Design vc_rr_arbiter_flat, sky130hd; sources not shown.
**Clock routing**

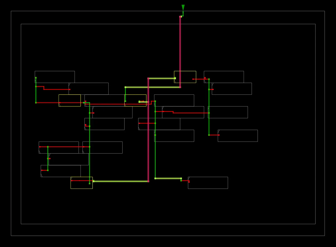
Final Skew: 0.00474 ns
seq_cells: 18
Clock Sinks: 18
CTS Buf Count: 3
clkbuf count: 4

**Where the registers sit**

Scale bar: 20 microns.
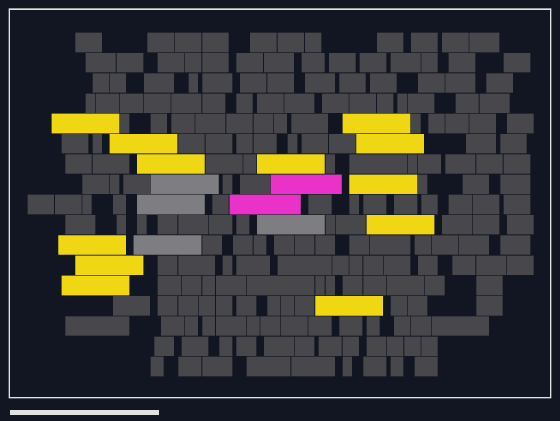
- u_core/bus.data_out: yellow (flops 12)
- u_core/rr_ptr_q: magenta (flops 2)
- not coloured: 4
Seq group: 0.000508 W
Layout Utilization: 73.5%
Reg area: 453 sq um
Seq/total area: 19.6%

**Wire density map**

15 x 10 tiles, from dark blue (low) to red (high), scaled to the fullest tile. Values are wire area over tile area, all layers added.
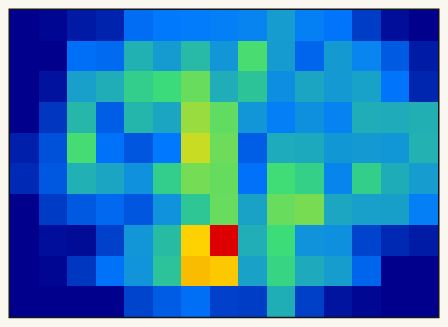
- fullest tile: 0.68
- tiles over half the peak: 12%
- nearly empty tiles: 13%
Post-Route WL: 4.51 mm
drt wl/cell: 17.2 microns
total global-route track usage: 24.0%

**Wires at chosen ports, followed through buffers**

Scale bar: 20 microns.
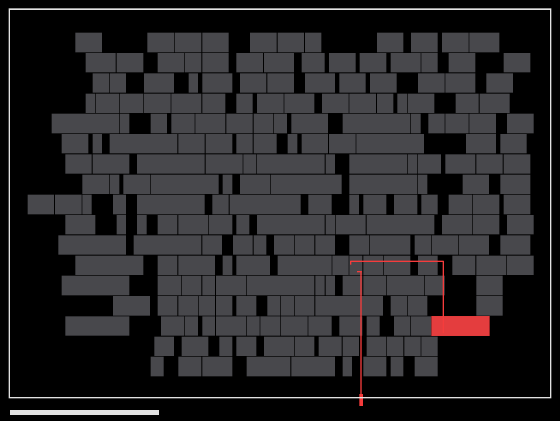
- bus_idle_out: red (bits 1; direction output; edge south; end cells 1; buffers 1; wire 39.2 microns)
number of I/O port buffers: 71
I/O pin count: 72

**Routed metal, one colour a layer**

Two of the layers only.
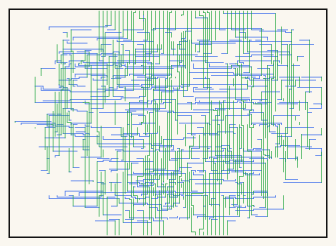
- metal 1: blue (wire length 1,860 microns)
- metal 2: green (wire length 2,320 microns)
via count: 1,378

==> flow_summary_export.csv <==
group,metric,value,unit
logic_synthesis,ys_top_cells_by_count,"nor2_1, mux2_2, dfrtp_1",
global_routing,grt_pass1_vias,1390,
logic_synthesis,top_cell,"nor2_1",
run_status,violations,"negative setup slack",
global_routing,grt_max_degree,18,
floorplan,die_h,52.0,microns
layout,n_antenna_cell,0,
timing,drv_slew,0,
clocking,path_clk_slew,0.07,ns
timing,finalCritPeriodShare,104,%
power_and_ir_drop,power_leakage,1.02,nW
timing,fin_ws,-0.0770,ns
logic_synthesis,top_area_share,32.9,%
critical_path,cp.required,1.66,ns
critical_path,r2r_setup_slack,-0.06,ns
placement,hpwl,3.25,mm
clocking,ctsRootBufferMaster,"clkbuf_8",
logic_synthesis,ys_seq_elements,18,
floorplan,die_w,72.5,microns
timing,layout_min_cycle_time,2.03,ns
logic_synthesis,syn_avg_cell_area,9.73,sq um
floorplan,coreArea,3150,sq um
clocking,clkLatencyLatePin,0.26,ns
timing,fmax,493,MHz
placement,gp_congestion,0.885,
logic_synthesis,async_flop_share,100,%
floorplan,dieArea,3770,sq um
logic_synthesis,ys_area,1220,sq um
logic_synthesis,synth_area_leader_cell,"dfrtp_1",
clocking,tritoncts,"built",
layout,drive_above_1_share,38.8,%
drt,vias_per_cell,5.26,
logic_synthesis,top_cells_by_area,"dfrtp_1, mux2_2, a221oi_1, nor2_1, nor2b_1",
layout,fin_cells,262,
timing,whs,0.141,ns
placement,numPlacedInstances,245,
global_routing,antenna_found_initial,0,
flow_run,tool_warnings,28,
power_and_ir_drop,vdd_drop_max,0.443,mV
timing,hold_viol,0,
logic_synthesis,synth_area,1220,sq um
run_status,status,"finished with violations",
timing,worst_pin_slew,0.763,ns
clocking,cts_buffer_depth,2,
critical_path,r2r_cells,11,
logic_synthesis,yosysWarnings,6,
logic_synthesis,edf_count,0,
critical_path,startpoint_type,"register",
critical_path,crit_fanout,4,
global_routing,grt_overflow,0,
logic_synthesis,flop_cell,"dfrtp_1",
layout,area_delta_synth_final,90.2,%
drt,drt_iter0_drc,52,
flow_run,drv_cap,0,
floorplan,rows,17,
layout,nets,279,
drt,drt_first_pass_iters,4,
logic_synthesis,ys_cells,125,
critical_path,critPathKind,"register to primary output",
layout,fillers,225,
logic_synthesis,synth_seq_share,37.2,%
drt,antenna_left,0,
floorplan,fp_util,38.6,%
layout,logic_area,833,sq um
worst_hold_path,min_path_type,"input port to async pin",
power_and_ir_drop,power.density,640,nW/um^2
logic_synthesis,fp_nets,179,
timing,rsz0062_at_grt,"true",
logic_synthesis,synthCells,125,
critical_path,worstPathArrival,1.73,ns
drt,drc,0,
timing,max_slew_margin,49.0,%
clocking,cts.htree.levels,1,
timing,setup_viol,7,
logic_synthesis,yosysUniqueCellTypes,31,
layout,largest_reg_flops,12,
critical_path,crit_path_end_kind,"primary output",
global_routing,grt_pass1_wl,6.87,mm
-- cell type report --
| type | count | share of cell area (%) |
|---|---|---|
| inverter | 4 | 0.649 |
| clock buffer | 4 | 2.38 |
| tap | 38 | 2.06 |
| sequential | 18 | 19.6 |
| multi-input combinational | 97 | 36.0 |
| timing repair buffer | 101 | 39.3 |
-- stage by stage --
| step | total power, W | cell area (sq um) | worst slack [ns] | TNS (ns) |
|---|---|---|---|---|
| 2_1_floorplan | 0.000763 | 1220 | 0.130 | 0 |
| 3_5_place_dp | 0.00110 | 2090 | -0.646 | -3.15 |
| 4_1_cts | 0.00145 | 2260 | -0.0945 | -0.243 |
| 3_3_place_gp | 0.00107 | 2090 | -0.610 | -2.68 |
| 5_1_grt | 0.00155 | 2310 | -0.128 | -0.637 |
| 6_report | 0.00148 | 2310 | -0.0770 | -0.298 |
-- critical path: stages, from the launching register on --
cell and delay, ns:
dfstp_2 0.58, nand2b_4 0.14, a21oi_2 0.05, o221ai_2 0.24
nand3_2 0.14, buf_6 0.15, nor2_4 0.07, buf_6 0.10
-- layer usage --
metal	up-vias	part of all wire (%)	GRT usage (%)
li1	653	-	-
met1	661	41	28.8
met2	53	51	42.9
met3	11	5.1	4.07
met4	0	2.2	9.57
met5	-	0	0
-- placed cells by master, fill, tap and decap left out, types with 2 or more instances in the layout --
cell	instances
nand3_1	2
dfstp_2	2
nand2b_1	3
mux2i_1	2
clkdlybuf4s50_1	53
buf_6	5
a221oi_1	10
mux2_2	20
dlygate4sd2_1	8
nor2b_1	11
buf_4	25
clkbuf_8	4
a21oi_2	2
clkbuf_2	5
dfrtp_1	16
a21oi_1	2
nor2_2	4
nor2_1	16
inv_1	4
o21ai_0	3
buf_2	4
-- cell families after synthesis --
| logic type | Yosys count | synth area share, % |
|---|---|---|
| buffers and inverters | 10 | 3.39 |
| and+or+nand+nor | 51 | 24.3 |
| xor gates and xnor gates | 2 | 1.44 |
| muxes | 22 | 20.2 |
| DFF | 18 | 37.2 |
| AOI/OAI and AO/OA | 22 | 13.5 |
-- where the power goes --
group          switching [W]  total [W]  leakage, nW  internal (W)
Combinational       0.000263   0.000662        0.758      0.000400
Clock               0.000130   0.000310       0.0288      0.000180
Sequential         0.0000558   0.000508        0.236      0.000452
Total               0.000449    0.00148         1.02       0.00103
-- timing repair --
| action | CTS | global route |
|---|---|---|
| resized | 51 | 22 |
| endpoints found under the hold margin | 0 | 0 |
| pin swaps | 11 | 8 |
| setup endpoints to repair | 5 | 7 |
| hold buffers | 0 | 0 |
| setup buffers | 13 | 3 |
Power is estimated from default activity; no workload was simulated.
